[src/rtl/clkdiv_multi.sv]
// clkdiv_multi: NCH-channel programmable clock divider.
//
// Each channel turns inclk into a square wave whose period is its divisor,
// measured in inclk cycles. It is high for (div+1)>>1 cycles and low for
// the rest. A one-cycle tick marks each rising edge of the channel clock.
// A divisor written while a channel is live is held as pending. It is applied
// only at a period boundary, so no runt or stretched period is ever produced.
//
// Ports
//   inclk      in   sole clock, rising edge
//   reset      in   synchronous, active-high
//   enable     in   [NCH]    per-channel run enable
//   sync       in   1-cycle pulse, restarts all running channels at phase 0
//   cfg_valid  in   divisor write request
//   cfg_ch     in   [CHW]    target channel
//   cfg_div    in   [WIDTH]  new divisor (period in inclk cycles, >= 2)
//   cfg_ready  out  write can be accepted this cycle
//   cfg_err    out  1-cycle pulse after a rejected (invalid) write
//   newclk     out  [NCH]    divided clocks, registered
//   tick       out  [NCH]    1-cycle strobe at each newclk rising edge
//
// Config handshake: a write transfers on a rising edge where
// cfg_valid && cfg_ready. cfg_ready depends only on cfg_ch and registered
// state (never on cfg_valid). It is low only while the addressed channel
// already holds a pending divisor. Writes to a nonexistent channel or with
// cfg_div < 2 still transfer, but are discarded and raise cfg_err.

module clkdiv_multi #(
    parameter int NCH         = 4,
    parameter int WIDTH       = 32,
    parameter int DEFAULT_DIV = 200000,
    parameter int CHW         = (NCH > 1) ? $clog2(NCH) : 1
) (
    input  logic             inclk,
    input  logic             reset,
    input  logic [NCH-1:0]   enable,
    input  logic             sync,
    input  logic             cfg_valid,
    input  logic [CHW-1:0]   cfg_ch,
    input  logic [WIDTH-1:0] cfg_div,
    output logic             cfg_ready,
    output logic             cfg_err,
    output logic [NCH-1:0]   newclk,
    output logic [NCH-1:0]   tick
);

    logic [NCH-1:0] pv_vec;    // pending-divisor flags, gathered from channels
    logic [NCH-1:0] ch_sel;    // one-hot decode of cfg_ch (all zero if out of range)
    logic [NCH-1:0] wr_hit;    // valid write accepted for this channel
    logic           accept;
    logic           div_ok;
    logic           bad_wr;

    // Decode loops over real channels only, so an out-of-range cfg_ch
    // naturally selects nothing and reads as ready.
    always_comb begin
        ch_sel    = '0;
        cfg_ready = 1'b1;
        for (int i = 0; i < NCH; i++) begin
            if (cfg_ch == CHW'(i)) begin
                ch_sel[i] = 1'b1;
                if (pv_vec[i]) begin
                    cfg_ready = 1'b0;
                end
            end
        end
    end

    assign accept = cfg_valid && cfg_ready;
    assign div_ok = (cfg_div >= WIDTH'(2));
    assign bad_wr = accept && !(div_ok && (|ch_sel));
    assign wr_hit = (accept && div_ok) ? ch_sel : '0;

    always_ff @(posedge inclk) begin
        if (reset) begin
            cfg_err <= 1'b0;
        end else begin
            cfg_err <= bad_wr;
        end
    end

    for (genvar g = 0; g < NCH; g++) begin : g_ch
        logic [WIDTH-1:0] cnt_q;
        logic [WIDTH-1:0] div_q;
        logic [WIDTH-1:0] pdiv_q;
        logic             pv_q;
        logic             run_q;
        logic             clk_q;
        logic             tick_q;

        logic             wrap;
        logic [WIDTH-1:0] cnt_n;
        logic [WIDTH-1:0] div_run;   // divisor governing cnt_n
        logic [WIDTH:0]   hi;        // one bit wider so div+1 cannot overflow

        always_comb begin
            wrap    = (cnt_q == div_q - WIDTH'(1));
            cnt_n   = wrap ? '0 : cnt_q + WIDTH'(1);
            // A pending divisor takes over exactly at the wrap, so the
            // new period's high phase already uses the new threshold.
            div_run = (wrap && pv_q) ? pdiv_q : div_q;
            hi      = ({1'b0, div_run} + (WIDTH + 1)'(1)) >> 1;
        end

        always_ff @(posedge inclk) begin
            if (reset) begin
                cnt_q  <= '0;
                div_q  <= WIDTH'(DEFAULT_DIV);
                pdiv_q <= '0;
                pv_q   <= 1'b0;
                run_q  <= 1'b0;
                clk_q  <= 1'b0;
                tick_q <= 1'b0;
            end else begin
                if (!enable[g]) begin
                    cnt_q  <= '0;
                    run_q  <= 1'b0;
                    clk_q  <= 1'b0;
                    tick_q <= 1'b0;
                    if (pv_q) begin
                        div_q <= pdiv_q;
                        pv_q  <= 1'b0;
                    end
                end else if (!run_q || sync) begin
                    cnt_q  <= '0;
                    run_q  <= 1'b1;
                    clk_q  <= 1'b1;
                    tick_q <= 1'b1;
                    if (pv_q) begin
                        div_q <= pdiv_q;
                        pv_q  <= 1'b0;
                    end
                end else begin
                    cnt_q  <= cnt_n;
                    clk_q  <= ({1'b0, cnt_n} < hi);
                    tick_q <= (cnt_n == '0);
                    if (wrap && pv_q) begin
                        div_q <= pdiv_q;
                        pv_q  <= 1'b0;
                    end
                end

                // wr_hit implies pv_q was 0, so this never collides with
                // a pending load above; it only ever targets an idle or
                // a live channel with nothing queued.
                if (wr_hit[g]) begin
                    if (!run_q && !enable[g]) begin
                        div_q <= cfg_div;
                    end else begin
                        pdiv_q <= cfg_div;
                        pv_q   <= 1'b1;
                    end
                end
            end
        end

        assign pv_vec[g] = pv_q;
        assign newclk[g] = clk_q;
        assign tick[g]   = tick_q;
    end

endmodule

[config.mk]
export PLATFORM = sky130hd
export DESIGN_NAME = clkdiv_multi
export DESIGN_NICKNAME = d
export VERILOG_FILES = /design/src/rtl/clkdiv_multi.sv
export SDC_FILE = /design/constraint.sdc
export NUM_CORES = 2
export LEC_CHECK = 0
export CORE_UTILIZATION = 35
export CTS_BUF_LIST = sky130_fd_sc_hd__clkbuf_4
export DETAILED_ROUTE_END_ITERATION = 16
export SLEW_MARGIN = 40
export SYNTH_ARGS = -nofsm -noshare
export SYNTH_HDL_FRONTEND = slang
export SYNTH_SLANG_ARGS = --single-unit
[constraint.sdc]
create_clock -name inclk -period 8.2 [get_ports inclk]
set_input_delay 2.46 -clock inclk [delete_from_list [all_inputs] [get_ports inclk]]
set_output_delay 2.46 -clock inclk [all_outputs]
set_load 0.05 [all_outputs]
Figure 1. Metal 1.
Scale bar: 100 um. Supply wires on this layer in grey.
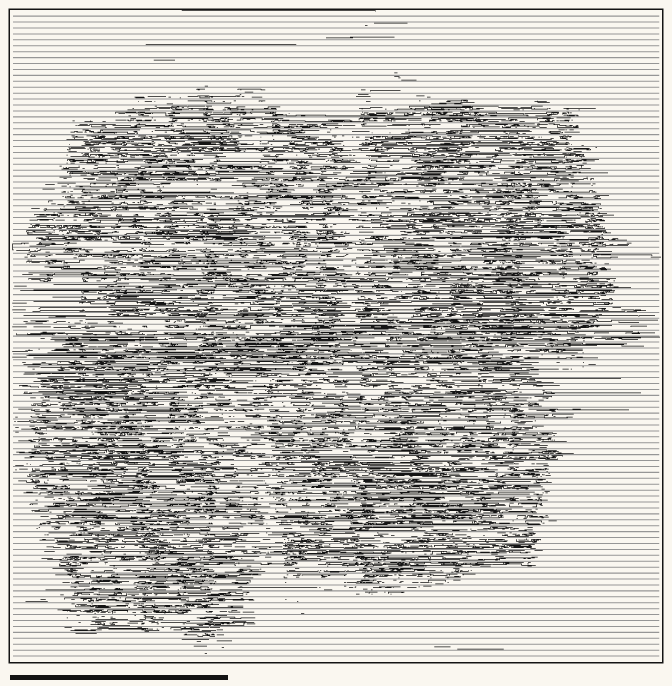
wire length on this layer = 47.6 mm
nets with wire on the layer = 3976
main direction = horizontal
longest straight run = 88.8 um

Figure 2. M2 wires.
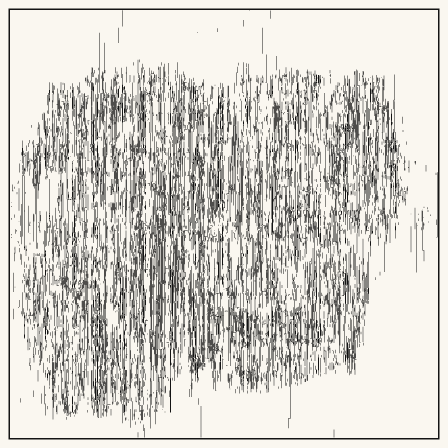
share of all routed wire = 43%
nets with wire on the layer = 3377
global routing met2 resource utilization: 33.1%
routed vias: 29700
final wirelength: 99800 um

Figure 3. M3 wires.
Scale bar: 100 um.
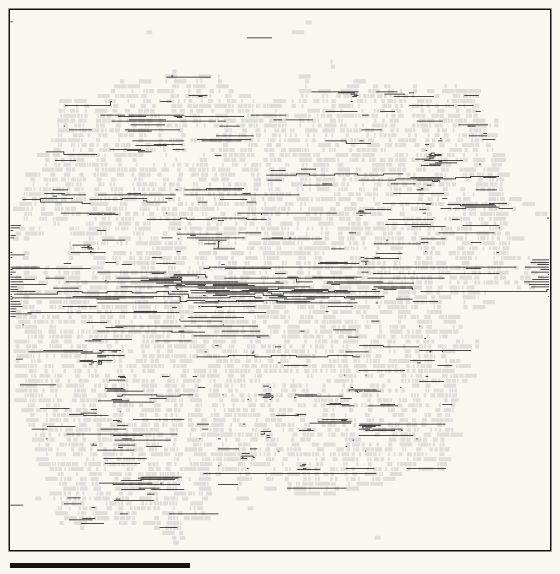
share of all routed wire = 7.3%
longest straight run = 170 um
nets with wire on the layer = 347
wire length on this layer = 7310 um
main direction = horizontal

==> run notes <==
According to the cell report, the number of logic gates is 3371. The fraction of area in registers works out to 23.9%. The worst-margin pin slew was 919 ps; the area fraction in full adders, half adders and majority gates was 5.50%. The first global-routing pass estimated 156000 um of wire. Setup slack on the critical path of the routed design comes to 600 ps.

Looking at the worst setup and hold paths, the clock pins of their registers show a slew of 60 ps. The cell row count is 108. By area the synthesized netlist is led by dfxtp_1 (26%), nor2_1 (7.5%), xnor2_1 (7.0%), xor2_1 (6.6%), mux2i_1 (6.5%). Once synthesis finished, the tally of register bits stood at 401. Clock network power for this build is 1.88 mW. The most critical hold endpoint after final layout shows a slack of 499 ps. Once detail routing completed, the nets flagged for antenna violations numbered 0.

Cells with a size suffix above 1 make up 7.39% of the layout. Post-CTS repair changed the size of 0 cells. The commonest register cell after synthesis was dfxtp_1. Counting endpoints that fail hold in the final report gives 0.

The worst setup path is launched from a flip-flop. Counting buffers and inverters, the worst setup path is 29 cells deep. With the xor and xnor area share after synthesis at 13.7%, the delay contributed by the slowest stage of the critical path is 660 ps. The run gives 51 for the number of input and output port buffers inserted.

Per the post-synthesis report, the number of cells in the design is 4164. The endpoint of the worst hold path is reported as g_ch[2].pdiv_q[8]. For this run, asynchronously set or reset flops after synthesis account for 0%. The dominant power group is sequential cells. The routed wirelength on the met1 layer is recorded as 47600 um.

For reference, the top logic cell family by area is simple AND/OR/NAND/NOR gates. The top routing layer in use was met5. During tapcell insertion the tool placed 1155 well taps. The logs give 27300 for the via count of the first global-routing pass and 10.3% for the logic gate share of total power.

In the detailed route, the total length drawn on met3 is 7310 um. For the multi-input gate area in the final layout, the log shows 21500 sq um. The final clock period utilization by the worst path was 92.7%; the number of flip-flops and latches was 401. Fill cells in the final layout number 9247. The sort of element at the end of the critical path was a flip-flop. The internal portion of the total power is 3.08 mW. The flow ran to the end, and the final reports show no timing, DRC or antenna violations.

Synthesis produced a netlist with a net count of 4342. The net switching power in the latest report is 1.33 mW. The synthesis run shows the most used standard cells to be nor2_1 (614), nand2_1 (441), dfxtp_1 (401), clkbuf_1 (300), xnor2_1 (249). The sequential power share was 47.1%.

Per the timing report, the most critical flop-to-flop path originates at g_ch[1].div_q[20]. Measured along the y axis, the die boundary spans 299 um. The run gives 26.0% for the part of the Yosys area used for sequential elements.

Per the run report, area growth between synthesis and finish was 8.49%. Depth of the worst register-to-register path: 29. Per the synthesis report, the AND-OR/OR-AND share of the synthesized area is 12.5%.

Routing resource usage on met3 recorded by global route was 4.20%. The critical path starts at g_ch[1].div_q[20]. Along the worst hold path, the cell count comes to 2. Setup repair after global routing left no endpoint under its margin.

The count of hold-fix buffers inserted at cts was 0; the number of distinct library cells after synthesis was 83. Switching share of total power: 30.2%. The chip width is 299 um. The tools report the floorplan core area as 87200 sq um. With the multiplexer fraction of the synthesized cell area at 7.06%, the detail-routed via count per cell is 5.61. The final max-slew violation count recorded for this run is 0.

For the met1 global-route usage, the log shows 31.2%.
Figure 4. Signal wires on met4.
Supply wires on this layer in grey.
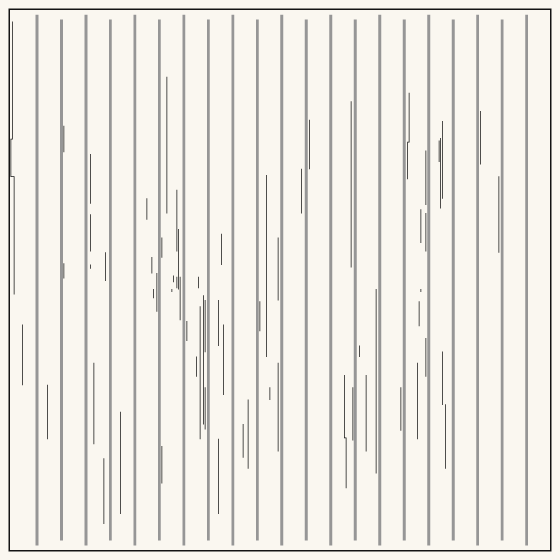
longest straight run = 102 um
share of all routed wire = 2.2%
main direction = vertical
wire length on this layer = 2140 um

Figure 5. Clock routing.
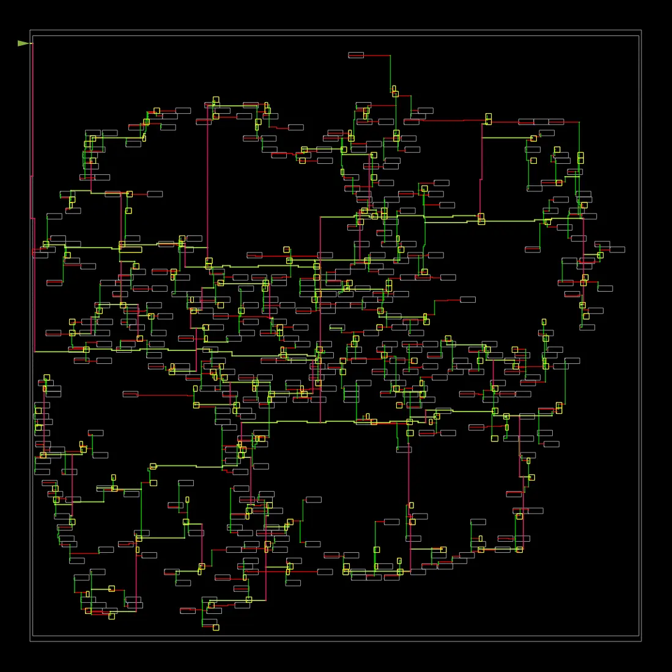
clock buf count: 156
number of buffers added by the clock tree synthesis step: 119
Num Clock Sinks: 401

No activity file was given, so power comes from the tool's default toggle rates.
